--- src/rtl/reg_dump_pkg.sv ---
// Shared definitions for the register dump unit: FSM state encoding and
// default sizing constants used by the top level and its helpers.
package reg_dump_pkg;

    localparam int DEFAULT_DATA_WIDTH = 16;
    localparam int DEFAULT_NUM_REGS   = 4;

    typedef enum logic [1:0] {
        ST_IDLE = 2'd0,
        ST_SCAN = 2'd1,
        ST_SEND = 2'd2,
        ST_DONE = 2'd3
    } dump_state_e;

endpackage

--- src/rtl/lowest_bit_finder.sv ---
// Combinational priority finder: reports the index of the lowest set bit of
// vec_i and whether any bit is set at all. Index is 0 when nothing is set.
module lowest_bit_finder #(
    parameter int NUM_REGS    = 4,
    parameter int INDEX_WIDTH = 2
) (
    input  logic [NUM_REGS-1:0]    vec_i,
    output logic [INDEX_WIDTH-1:0] index_o,
    output logic                   any_o
);

    logic [INDEX_WIDTH-1:0] index_s;
    logic                   any_s;

    // Scan from the top down so the lowest set bit is the last one written.
    always_comb begin
        index_s = '0;
        any_s   = 1'b0;
        for (int i = NUM_REGS - 1; i >= 0; i--) begin
            index_s = vec_i[i] ? INDEX_WIDTH'(i) : index_s;
            any_s   = any_s | vec_i[i];
        end
    end

    assign index_o = index_s;
    assign any_o   = any_s;

endmodule

--- src/rtl/reg_dump_unit.sv ---
// Register dump unit: walks a captured selection mask in ascending index
// order, reads each selected register through a combinational read port and
// streams it out on a valid/ready interface, flagging the final word.
// Optional feature: define REG_DUMP_PARITY_EN to add out_parity, the XOR
// reduction of out_data, registered alongside it.
module reg_dump_unit
    import reg_dump_pkg::*;
#(
    parameter int  DATA_WIDTH  = DEFAULT_DATA_WIDTH,
    parameter int  NUM_REGS    = DEFAULT_NUM_REGS,
    localparam int INDEX_WIDTH = (NUM_REGS > 1) ? $clog2(NUM_REGS) : 1
) (
    input  logic                   clk,
    input  logic                   reset,
    input  logic                   start,
    input  logic [NUM_REGS-1:0]    mask,
    output logic [INDEX_WIDTH-1:0] read_index,
    input  logic [DATA_WIDTH-1:0]  read_data,
    output logic                   out_valid,
    input  logic                   out_ready,
    output logic [DATA_WIDTH-1:0]  out_data,
    output logic [INDEX_WIDTH-1:0] out_index,
    output logic                   out_last,
    output logic                   busy,
    output logic                   done
`ifdef REG_DUMP_PARITY_EN
    ,
    output logic                   out_parity
`endif
);

    dump_state_e            state_q;
    logic [NUM_REGS-1:0]    rem_q;
    logic                   out_valid_q;
    logic [DATA_WIDTH-1:0]  out_data_q;
    logic [INDEX_WIDTH-1:0] out_index_q;
    logic                   out_last_q;
    logic                   busy_q;
    logic                   done_q;

    logic [INDEX_WIDTH-1:0] low_index_s;
    logic                   any_set_s;
    logic [NUM_REGS-1:0]    rem_d;
    logic [INDEX_WIDTH-1:0] read_index_s;

    lowest_bit_finder #(
        .NUM_REGS    (NUM_REGS),
        .INDEX_WIDTH (INDEX_WIDTH)
    ) u_finder (
        .vec_i   (rem_q),
        .index_o (low_index_s),
        .any_o   (any_set_s)
    );

    // Clearing the lowest set bit: x & (x - 1).
    assign rem_d = rem_q & (rem_q - NUM_REGS'(1));

    // Read port addresses the register being captured, parked at 0 otherwise.
    always_comb begin
        read_index_s = '0;
        if (state_q == ST_SCAN) begin
            read_index_s = low_index_s;
        end else begin
            read_index_s = '0;
        end
    end

`ifdef REG_DUMP_PARITY_EN
    logic out_parity_q;

    function automatic logic even_parity(input logic [DATA_WIDTH-1:0] d);
        return ^d;
    endfunction

    // Parity is captured on the same edge as the data word it covers.
    always_ff @(posedge clk) begin
        if (reset) begin
            out_parity_q <= 1'b0;
        end else if (state_q == ST_SCAN) begin
            out_parity_q <= even_parity(read_data);
        end else begin
            out_parity_q <= out_parity_q;
        end
    end

    assign out_parity = out_parity_q;
`endif

    // Dump sequencer: state plus all registered stream/status outputs.
    always_ff @(posedge clk) begin
        if (reset) begin
            state_q     <= ST_IDLE;
            rem_q       <= '0;
            out_valid_q <= 1'b0;
            out_data_q  <= '0;
            out_index_q <= '0;
            out_last_q  <= 1'b0;
            busy_q      <= 1'b0;
            done_q      <= 1'b0;
        end else begin
            case (state_q)
                ST_IDLE: begin
                    done_q <= 1'b0;
                    if (start) begin
                        rem_q  <= mask;
                        busy_q <= 1'b1;
                        if (mask != '0) begin
                            state_q <= ST_SCAN;
                        end else begin
                            state_q <= ST_DONE;
                            done_q  <= 1'b1;
                        end
                    end else begin
                        busy_q <= 1'b0;
                    end
                end
                ST_SCAN: begin
                    if (any_set_s) begin
                        out_data_q  <= read_data;
                        out_index_q <= low_index_s;
                        out_last_q  <= (rem_d == '0);
                        rem_q       <= rem_d;
                        out_valid_q <= 1'b1;
                        state_q     <= ST_SEND;
                    end else begin
                        // Unreachable with a consistent mask; fail safe to DONE.
                        state_q <= ST_DONE;
                        done_q  <= 1'b1;
                    end
                end
                ST_SEND: begin
                    if (out_ready) begin
                        out_valid_q <= 1'b0;
                        if (rem_q != '0) begin
                            state_q <= ST_SCAN;
                        end else begin
                            state_q <= ST_DONE;
                            done_q  <= 1'b1;
                        end
                    end else begin
                        out_valid_q <= 1'b1;
                    end
                end
                ST_DONE: begin
                    state_q <= ST_IDLE;
                    busy_q  <= 1'b0;
                    done_q  <= 1'b0;
                end
                default: begin
                    state_q     <= ST_IDLE;
                    rem_q       <= '0;
                    out_valid_q <= 1'b0;
                    busy_q      <= 1'b0;
                    done_q      <= 1'b0;
                end
            endcase
        end
    end

    assign read_index = read_index_s;
    assign out_valid  = out_valid_q;
    assign out_data   = out_data_q;
    assign out_index  = out_index_q;
    assign out_last   = out_last_q;
    assign busy       = busy_q;
    assign done       = done_q;

endmodule

--- config.mk ---
export PLATFORM = sky130hd
export DESIGN_NAME = reg_dump_unit
export DESIGN_NICKNAME = d
export VERILOG_FILES = /design/src/rtl/reg_dump_pkg.sv /design/src/rtl/lowest_bit_finder.sv /design/src/rtl/reg_dump_unit.sv
export SDC_FILE = /design/constraint.sdc
export NUM_CORES = 1
export LEC_CHECK = 0
export ABC_AREA = 1
export CAP_MARGIN = 25
export CORE_UTILIZATION = 40
export DETAILED_ROUTE_END_ITERATION = 7
export PLACE_DENSITY = 0.85
export SLEW_MARGIN = 20
export SYNTH_ARGS = -nofsm -noshare
export SYNTH_HDL_FRONTEND = slang
export SYNTH_SLANG_ARGS = --single-unit
--- constraint.sdc ---
create_clock -name clk -period 1.5 [get_ports clk]
set_clock_uncertainty 0.05 [all_clocks]
set_input_delay 0.3 -clock clk [delete_from_list [all_inputs] [get_ports clk]]
set_output_delay 0.3 -clock clk [all_outputs]
set_load 0.1 [all_outputs]
Figure 1. Signal wires on met3.
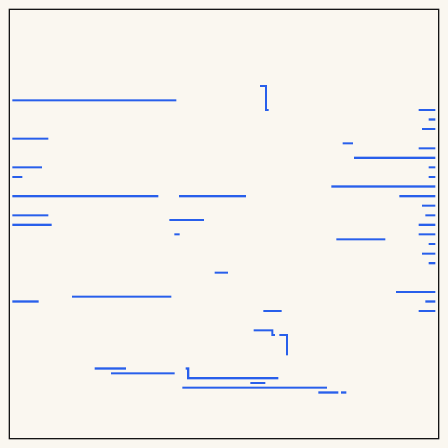
nets with wire on the layer: 41
wire length on this layer: 227 um
longest straight run: 23.0 um

Figure 2. Sequential cells grouped by signal name.
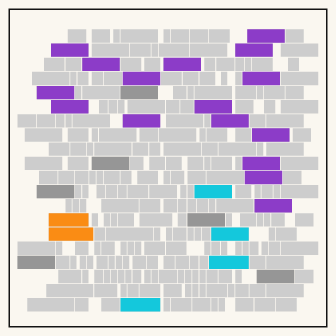
| color | name in the netlist | sequential cells |
|---|---|---|
| orange | state_q | 2 |
| cyan | rem_q | 4 |
| purple | out_data | 16 |
Reg area: 568 sq um
fin util: 84.0%
flop share of the area: 21.4%

Figure 3. Congestion heat map.
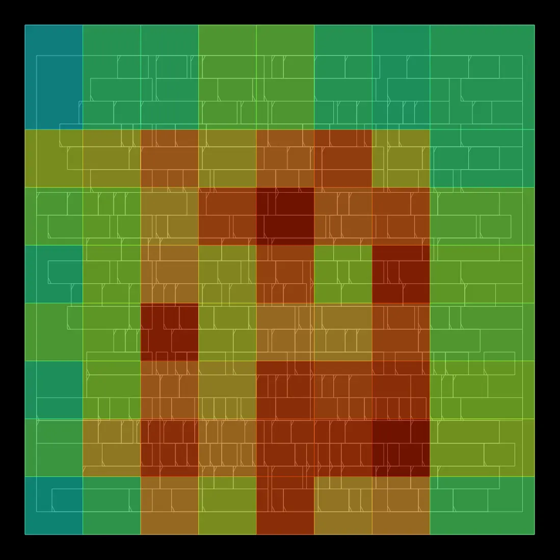
per-cell routed wire length: 15.3 um
GR Util met1: 22.5%

Figure 4. I/O pins on the die edge.
Pins as bars across the die edge, other pins in gray.
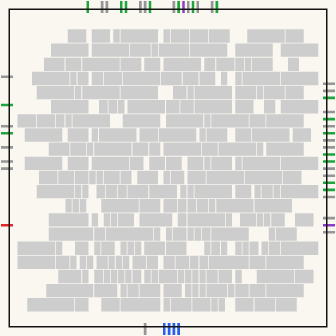
| color | port | pins | direction | edge |
|---|---|---|---|---|
| green | read_data | 16 | input | 7 right, 7 top, 2 left |
| purple | out_index | 2 | output | 1 right, 1 top |
| red | busy | 1 | output | left |
| blue | mask | 4 | input | bottom |

==> Changelog: implementation <==
### Physical design

- Top Metal Used: met4
- Global-route wire length before repair: 5350 um
- Endpoints failing setup: 28
- Hold path endpoint: busy
- Pre-antenna DRT Iters: 4
- Clock-pin slew on the worst setup and hold paths: 0.16 ns
- Hold_buf cts: 0
- Area contributors post-synth: dfxtp_1, nor2_1, nand2_1, o21ai_0, inv_1
- Share of layout cells above drive strength 1: 45.2%
- Sequential fraction of the synthesis area: 40.6%
- Origin of the critical flop-to-flop path: state_q[1]
- Failing checks: negative setup slack
- TritonCTS clock tree: done
- CP peak stage delay: 0.49 ns
- Status: complete, but fails checks
- Worst Slack Setup Final: -0.315 ns
- H-tree depth: 1
- Non-filler cells, final: 305
- WP data arrival: 1.47 ns
- Post-route DRC violation count: 0
- Ys flop type: dfxtp_1
- Logic area: 913 sq um
- Simple share: 34.0%
